<file path="src/rtl/int_ctrl.sv">
`default_nettype none
// ============================================================================
// Module      : int_ctrl
// Description : Programmable interrupt controller feeding CP0 hw_int[5:0].
//               Each source can be synchronised, inverted, latched and gated,
//               and is then routed to one of six lines. Define INTC_SYNC_EN
//               to add a 2-flop input synchronizer on each source.
// Revision    : 1.0  initial release
// ============================================================================
module int_ctrl #(
    parameter int N_SRC = 8
) (
    input  logic             clk,
    input  logic             rst_n,
    input  logic [N_SRC-1:0] src_irq,
    input  logic             cfg_wen,
    input  logic             cfg_ren,
    input  logic [2:0]       cfg_addr,
    input  logic [31:0]      cfg_wdata,
    output logic [31:0]      cfg_rdata,
    output logic [5:0]       hw_int
);

    localparam logic [2:0] c_ADDR_RAW   = 3'd0;
    localparam logic [2:0] c_ADDR_EN    = 3'd1;
    localparam logic [2:0] c_ADDR_EDGE  = 3'd2;
    localparam logic [2:0] c_ADDR_POL   = 3'd3;
    localparam logic [2:0] c_ADDR_PEND  = 3'd4;
    localparam logic [2:0] c_ADDR_ROUTE = 3'd5;
    localparam logic [2:0] c_ADDR_HWINT = 3'd6;

    logic [N_SRC-1:0]   w_src;
    logic [N_SRC-1:0]   w_act;
    logic [N_SRC-1:0]   w_pend_nxt;
    logic [5:0]         w_hw_nxt;
    logic [31:0]        w_rdata;
    logic               w_wr_en;
    logic               w_wr_edge;
    logic               w_wr_pol;
    logic               w_wr_pend;
    logic               w_wr_route;
    logic               w_unused;

    logic [N_SRC-1:0]   r_en;
    logic [N_SRC-1:0]   r_edge;
    logic [N_SRC-1:0]   r_pol;
    logic [N_SRC-1:0]   r_pend;
    logic [N_SRC-1:0]   r_prev;
    logic [3*N_SRC-1:0] r_route;

`ifdef INTC_SYNC_EN
    logic [N_SRC-1:0]   r_sync1;
    logic [N_SRC-1:0]   r_sync2;

    always_ff @(posedge clk) begin
        if (!rst_n) begin
            r_sync1 <= '0;
            r_sync2 <= '0;
        end else begin
            r_sync1 <= src_irq;
            r_sync2 <= r_sync1;
        end
    end

    assign w_src = r_sync2;
`else
    assign w_src = src_irq;
`endif

    assign w_act      = w_src ^ r_pol;
    assign w_wr_en    = cfg_wen && (cfg_addr == c_ADDR_EN);
    assign w_wr_edge  = cfg_wen && (cfg_addr == c_ADDR_EDGE);
    assign w_wr_pol   = cfg_wen && (cfg_addr == c_ADDR_POL);
    assign w_wr_pend  = cfg_wen && (cfg_addr == c_ADDR_PEND);
    assign w_wr_route = cfg_wen && (cfg_addr == c_ADDR_ROUTE);
    assign w_unused   = ^cfg_wdata[31:3*N_SRC];

    // A fresh edge wins over both a W1C and a mode-change clear in the same cycle.
    always_comb begin
        w_pend_nxt = '0;
        for (int i = 0; i < N_SRC; i++) begin
            if (r_edge[i] && w_act[i] && !r_prev[i]) begin
                w_pend_nxt[i] = 1'b1;
            end else if (w_wr_edge && (cfg_wdata[i] != r_edge[i])) begin
                w_pend_nxt[i] = 1'b0;
            end else if (r_edge[i]) begin
                w_pend_nxt[i] = r_pend[i] && !(w_wr_pend && cfg_wdata[i]);
            end else begin
                w_pend_nxt[i] = w_act[i];
            end
        end
    end

    // Route codes 6 and 7 never match a line, so those sources stay unrouted.
    for (genvar k = 0; k < 6; k++) begin : g_line
        logic [N_SRC-1:0] w_sel;
        for (genvar i = 0; i < N_SRC; i++) begin : g_src
            assign w_sel[i] = (r_route[3*i +: 3] == 3'(k));
        end
        assign w_hw_nxt[k] = |(r_pend & r_en & w_sel);
    end

    always_comb begin
        w_rdata = '0;
        case (cfg_addr)
            c_ADDR_RAW:   w_rdata[N_SRC-1:0]   = w_act;
            c_ADDR_EN:    w_rdata[N_SRC-1:0]   = r_en;
            c_ADDR_EDGE:  w_rdata[N_SRC-1:0]   = r_edge;
            c_ADDR_POL:   w_rdata[N_SRC-1:0]   = r_pol;
            c_ADDR_PEND:  w_rdata[N_SRC-1:0]   = r_pend;
            c_ADDR_ROUTE: w_rdata[3*N_SRC-1:0] = r_route;
            c_ADDR_HWINT: w_rdata[5:0]         = hw_int;
            default:      w_rdata              = '0;
        endcase
    end

    always_ff @(posedge clk) begin
        if (!rst_n) begin
            r_en      <= '0;
            r_edge    <= '0;
            r_pol     <= '0;
            r_pend    <= '0;
            r_prev    <= '0;
            r_route   <= '0;
            hw_int    <= '0;
            cfg_rdata <= '0;
        end else begin
            r_prev <= w_act;
            r_pend <= w_pend_nxt;
            hw_int <= w_hw_nxt;
            if (w_wr_en)    r_en    <= cfg_wdata[N_SRC-1:0];
            if (w_wr_edge)  r_edge  <= cfg_wdata[N_SRC-1:0];
            if (w_wr_pol)   r_pol   <= cfg_wdata[N_SRC-1:0];
            if (w_wr_route) r_route <= cfg_wdata[3*N_SRC-1:0];
            if (cfg_ren)    cfg_rdata <= w_rdata;
        end
    end

endmodule
`default_nettype wire

</file>
<file path="config.mk">
export PLATFORM = sky130hd
export DESIGN_NAME = int_ctrl
export DESIGN_NICKNAME = d
export VERILOG_FILES = /design/src/rtl/int_ctrl.sv
export SDC_FILE = /design/constraint.sdc
export NUM_CORES = 1
export LEC_CHECK = 0
export ABC_CLOCK_PERIOD_IN_PS = 1300
export CORE_ASPECT_RATIO = 0.8
export CORE_MARGIN = 5
export CORE_UTILIZATION = 50
export CTS_CLUSTER_SIZE = 16
export DETAILED_ROUTE_END_ITERATION = 10
export GPL_ROUTABILITY_DRIVEN = 1
export GPL_TIMING_DRIVEN = 0
export HOLD_SLACK_MARGIN = 0.03
export PLACE_DENSITY_LB_ADDON = 0.08
export REMOVE_ABC_BUFFERS = 1
export SETUP_SLACK_MARGIN = 0.1
export SYNTH_ARGS = -nofsm -noshare
export SYNTH_HDL_FRONTEND = slang
export SYNTH_SLANG_ARGS = --single-unit
</file>
<file path="constraint.sdc">
create_clock -name clk -period 1.3 [get_ports clk]
set_input_delay 0.13 -clock clk [delete_from_list [all_inputs] [get_ports clk]]
set_output_delay 0.13 -clock clk [all_outputs]
set_load 0.005 [all_outputs]
</file>
==> CHANGELOG.md, run 1 <==
### Metrics

- IO Count: 85
- Outcome: finished clean
- Critical path type: flop to flop
- Worst hold path type: input port to flop
- Post-detailed-route via-to-cell ratio: 6.08
- Area grow syn2layout: 31.5%
- CTS tree: built
- Row Count: 31
- Setup_tns: 0 ns
- Aoi share: 0.205
- Top cells by area: dfxtp_1 (42%), nand2_1 (9.7%), a21oi_1 (7.2%), a22oi_1 (3.3%), nor2_1 (2.6%)
- Dpl cells: 706
- Max Used Layer: met4
- Iteration count of the initial detailed-routing pass: 5
- Clk root buf: clkbuf_16
- Diodes inserted: 0
- CP endpoint kind: flop
- Startpoint types: flop
- Worst EP arrival: 1.48 ns
- Design Power: 6.39 mW
- Avg Cell Area, Syn: 8.15 um2
- MI comb area: 0.00266 mm2
- Starting Density: 0.504
- Most numerous logic cells after layout: nand2_1 (107), a21oi_1 (65), dfxtp_1 (47)
- FF-to-FF Start: r_route[14]
- Pwr per Cell Area: 1080 mW/mm2
- Initial antenna violation count: 0
- Finished Core Util: 0.664
- Final tally of max-slew violations: 0
- Main kind of combinational logic by area: simple AND/OR/NAND/NOR gates
- Leak: 2.16 nW
- Worst Setup SP: r_route[14]
- Post-CTS Setup Repair Bufs: 16
- Post_cts resized: 134
- Yosys stat area: 0.00450 mm2
- DIE AREA: 0.0110 mm2
- Clock-cell share: 0.0509
- GR Overflow Total: 0
- Top post-synthesis cells by count: nand2_1 (116), dfxtp_1 (94), a21oi_1 (65), nor2_1 (31), a22oi_1 (20)
- FF-to-FF path depth: 4
- Simple-Gate Area Share: 0.276
- F_max: 797 MHz
- Fin area: 0.00592 mm2
- CTS Buf Count: 9
- Reg area: 0.00196 mm2
- Period minus WS final: 1.26 ns
- Ys async rst share: 0
- Log Warnings: 35
- Final hold violation count: 0
- Setup crit end: hw_int[2]
- Bufs w/o clock: 87
- R2R Setup Slk: 0.04 ns
- Cell taking the most area after synthesis: dfxtp_1
- Slowest-stage cell, CP: dfxtp_2
- Critical path fanouts, max: 6
- Crit path depth: 4
- Seq area share: 0.331
- Synth Area in Adders: 0
- Met1 WL: 6.12 mm
- Family with the most delay on the worst path: simple AND/OR/NAND/NOR gates
- Critical path cell sequence: nor2b_4 -> nor3b_2 -> nor4_2 -> a21oi_1
- Nets@finish: 671
- Synth cell types: 57
- WL met2: 6.44 mm
- Tap Cells: 115
- Worst Path Buf+Inv: 0
- Total GRT Usage: 0.260
run 1: registers in the layout, indices dropped and copies added, names as in the netlist:
| register | cells |
|---|---|
| r_prev | 8 |
| cfg_rdata | 24 |
| hw_int | 6 |
| r_pend | 8 |
| r_route | 24 |
| r_en | 8 |
| r_pol | 8 |
| r_edge | 8 |
run 1: report_power, final:
part | total, mW | switching [mW] | internal (mW)
registers | 3.04 | 0.0931 | 2.95
clock network | 2.69 | 1.10 | 1.59
logic | 0.654 | 0.368 | 0.286
run 1: metal layers:
metal,GRT usage,vias to the layer above
met2,0.397,215
met3,0.0762,27
met1,0.351,2160
met4,0.0908,0
li1,-,2125
met5,0,-
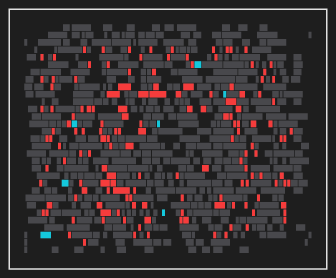
*Gate families picked out, run 1*
Key: inverters = cyan [cells 7]; NAND gates = red [cells 148, where widely spread]
Final Non-Filler Cells: 744
Commonest Layout Cell: nand2_1

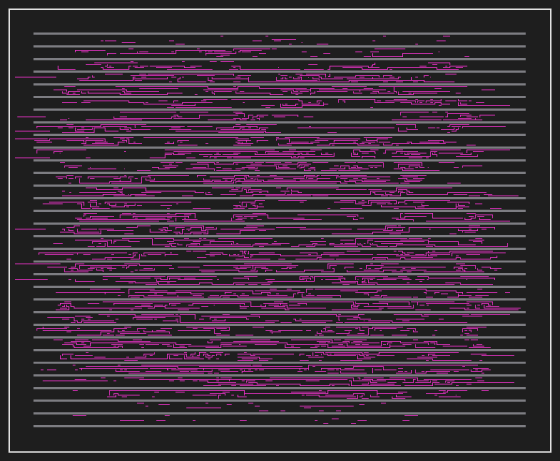
*The metal 1 layer, run 1*
Supply wires on this layer in grey.
605 nets have wire on it. The longest straight run is 44.6 um. The layer holds 43% of the routed length. The layer carries 6120 um of wire.
Routed Wire Length: 14.3 mm
met1 Usage GRT: 0.351
routed vias: 4527

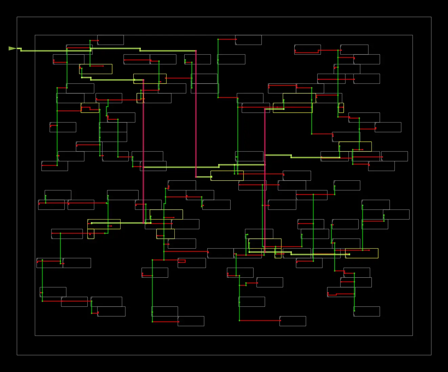
*The clock network, run 1*
clk sinks: 94
clk_skew: 0.00682 ns
Clock Latency Late Sink: 0.35 ns
CLK BUF: 12

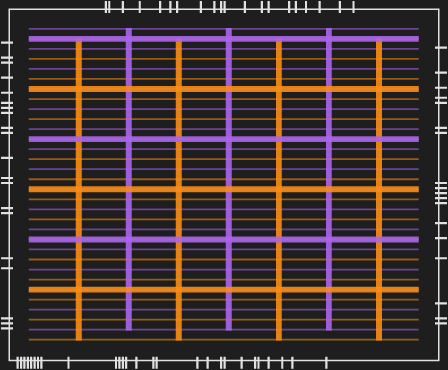
*Floorplan with the power grid, run 1*
Pins as bars on the die edge.
Key: VSS = orange; VDD = purple
7 straps on met4. 6 straps on met5. The core has 31 rows. 32 met1 rails follow the rows.
core area: 0.00892 mm2
Max VDD drop: 0.899 mV
die width: 116 um
die height: 94.9 um

### Sequential cells coloured by netlist name, run 1

Other sequential cells in the stronger grey, the rest of the logic in the fainter grey.
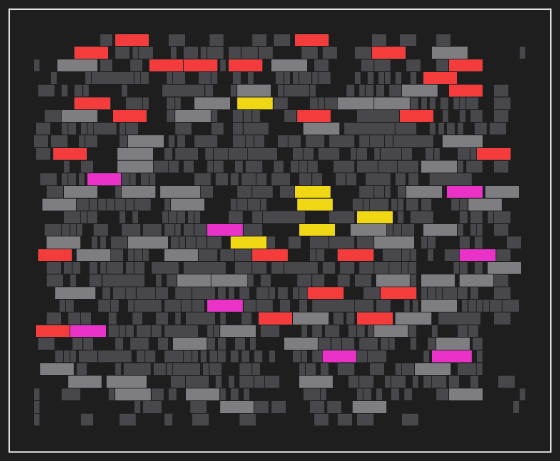

--- run 2 (diff from run 1) ---
--- a/config.mk
+++ b/config.mk
@@ -6,7 +6,6 @@
 export NUM_CORES = 1
 export LEC_CHECK = 0
 export ABC_CLOCK_PERIOD_IN_PS = 1300
-export CORE_ASPECT_RATIO = 0.8
 export CORE_MARGIN = 5
 export CORE_UTILIZATION = 50
 export CTS_CLUSTER_SIZE = 16
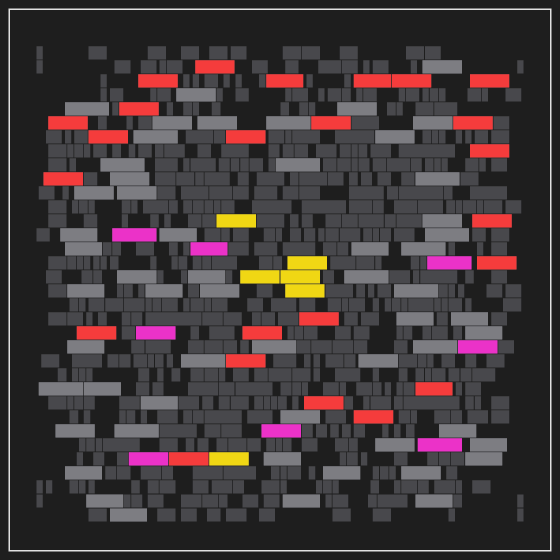
*Sequential cells coloured by netlist name, run 2*
Other sequential cells in the stronger grey, the rest of the logic in the fainter grey.
Key: hw_int = yellow [flops 6, where middle]; r_pend = magenta [flops 8]; cfg_rdata = red [flops 24]
Another 56 sequential cells are not coloured.
total sequential power: 3.03 mW
Seq area share: 0.327
Finished Core Util: 0.701
Reg area: 0.00201 mm2

==> run 2 against run 1 <==
Compared with the run above: worst setup slack got worse by 0.0076 ns; power shrank 4.0%; flip-flop count unchanged; die size fell by 0.11%; hold slack got worse by 0.085 ns; non-clock buffer count grew 8; cell area is 3.8% higher; combinational power increased by 5.7%; first-iteration DRC count increased by 14%; largest power group unchanged; highest routed layer unchanged.
==> CHANGELOG.md, run 2 <==
### Metrics

- Hold Slack: 0.139 ns
- Post-CTS Setup Repair Bufs: 22
- Synth cell types: 57
- Slowest cell delay on critical path: 0.41 ns
- Vias in the first global route: 4389
- Simple-Gate Area Share: 0.276
- Outcome: finished clean
- F_max: 792 MHz
- Switching Share: 0.259
- H-tree Lvls: 3
- Setup_tns: 0 ns
- Synth Seq Share: 0.418
- Final hold violation count: 0
- Avg Cell Area, Syn: 8.15 um2
- Worst hold path type: input port to flop
- Ys async rst share: 0
- Log Warnings: 35
- Post-synthesis xor/xnor area fraction: 0.0156
- Clk pwr: 2.41 mW
- Required @ worst endpoint: 1.59 ns
- CTS tree: built
- Post-detailed-route via-to-cell ratio: 6.24
- GR Overflow Total: 0
- Met1 WL: 6.16 mm
- Top_reg_cell synth: dfxtp_1
- Clock buffer depth: 2
- Total GRT Usage: 0.257
- Final Worst Setup Slack: 0.0370 ns
- Most numerous logic cells after layout: nand2_1 (106), a21oi_1 (64), dfxtp_2 (49)
- Final tally of max-slew violations: 0
- Die width: 105 um
- Max cap viols: 0
- Switch Pwr: 1.59 mW
- Cell taking the most area after synthesis: dfxtp_1
- Drt initial violations: 461
- Period Utilization, post-route: 0.972
- Top cells by area: dfxtp_1 (42%), nand2_1 (9.7%), a21oi_1 (7.2%), a22oi_1 (3.3%), nor2_1 (2.6%)
- Leak: 2.24 nW
- First-pass GRT wire length: 22.8 mm
- Routed wire per std cell: 20.2 um
- Yosys warnings: 0
- Top Registers: cfg_rdata (24), r_route (24)
- Die height: 105 um
- RSZ-0062 raised after global routing: yes
- Design Power: 6.13 mW
- Area leader share: 0.418
- Largest power group: registers
- Startpoint types: flop
- Post-synth regs: 94
- Post_cts resized: 175
- Main kind of combinational logic by area: simple AND/OR/NAND/NOR gates
- CP endpoint kind: flop
- Mapped Area: 0.00450 mm2
- Hold_buf cts: 0
- WL met2: 6.81 mm
- Synth mux share: 0.0284
- Layout cells sized above 1: 0.296
- Diodes inserted: 0
- Share of total power in combinational logic: 0.113
- Critical path type: flop to flop
- Dpl cells: 699
- Flop pwr share: 0.494
- Slowest-stage cell, CP: dfxtp_2
- Post-synthesis cell count: 552
- CTS Buf Count: 9
- Iteration count of the initial detailed-routing pass: 9
- Clk sinks: 94
- DR WL met3: 1.45 mm
- DIE AREA: 0.0110 mm2
- Worst EP arrival: 1.55 ns
- Final GP Congestion: 0.876
- Pwr per Cell Area: 997 mW/mm2
- Aoi share: 0.205
- M3 GR Usage: 0.0610
- Clock transition at path regs: 0.10 ns
- GR peak layer: met2
- Period minus WS final: 1.26 ns
- Ys cells: 552
- Clk root buf: clkbuf_8
- GRT met2 Usage: 0.394
- Critical path fanouts, max: 6
- Most frequent cell after synthesis: nand2_1
- Largest net degree at the start of global routing: 48
- Clock Latency Late Sink: 0.37 ns
- Synth Area in Adders: 0
- Internal: 4.54 mW
- Placed cell areas: 0.00513 mm2
- Number of remaining DRC errors: 0
- Clk_skew: 0.00998 ns
- Clock power frac: 0.393
- Initial antenna violation count: 0
- Yosys stat area: 0.00450 mm2
- IO Port Bufs: 68
- Post-synth EDFFs: 0
- Family with the most delay on the worst path: simple AND/OR/NAND/NOR gates
- Starting Density: 0.514
- Nets@finish: 680
- Top post-synthesis cells by count: nand2_1 (116), dfxtp_1 (94), a21oi_1 (65), nor2_1 (31), a22oi_1 (20)
- Core area: 0.00876 mm2
- Max Used Layer: met4
- Critical path cell sequence: nand2_8 -> nor4b_2 -> nor4_2 -> a21oi_1
- Fin area: 0.00615 mm2
- Max VDD drop: 0.773 mV
- Row Count: 34
- Final Non-Filler Cells: 746
- Setup Slack @ Placement: -1.98 ns
- Logic power comb: 0.691 mW
- Worst Path Buf+Inv: 0
- Antenna viol nets, final: 0
- Setup violators final: 0
- Commonest Layout Cell: nand2_1
- IO Count: 85
- Post-DP HPWL: 8.98 mm
- Area grow syn2layout: 36.6%
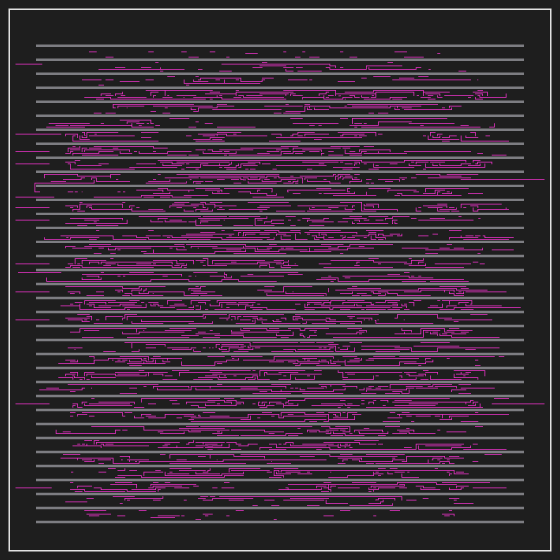
*The metal 1 layer, run 2*
Supply wires on this layer in grey.
The layer carries 6160 um of wire. The wires run mostly horizontal. The longest straight run is 39.6 um. The layer holds 41% of the routed length.
routed vias: 4655
Routed Wire Length: 15.1 mm
met1 Usage GRT: 0.339

## run 2: cell count changes in the layout (fill, tap and decap cells not counted), moves of 4 or more
cell | before | now
dfxtp_2 | 39 | 49
dfxtp_4 | 8 | 18
inv_6 | 0 | 4
clkbuf_16 | 9 | 0
dfxtp_1 | 47 | 27
clkbuf_8 | 2 | 9
buf_4 | 16 | 23
## run 2: area by class of cell
type	instances	area, um2
timing repair buffer	95	906
clock inverter	7	125
multi-input combinational	427	2810
fill	721	2620
tap	108	135
inverter	5	25.0
clock buffer	9	124
timing repair inverter	1	7.51
sequential	94	2010
## run 2: worst paths after layout
kind,startpoint,endpoint,slack [ns],cells after the start
max,r_pend[1],hw_int[4],0.04,4
min,rst_n,hw_int[5],0.14,2
max reg2reg,r_pend[1],hw_int[4],0.04,4
min reg2reg,r_route[8],r_route[8],0.48,2
Power is estimated from default activity; no workload was simulated.
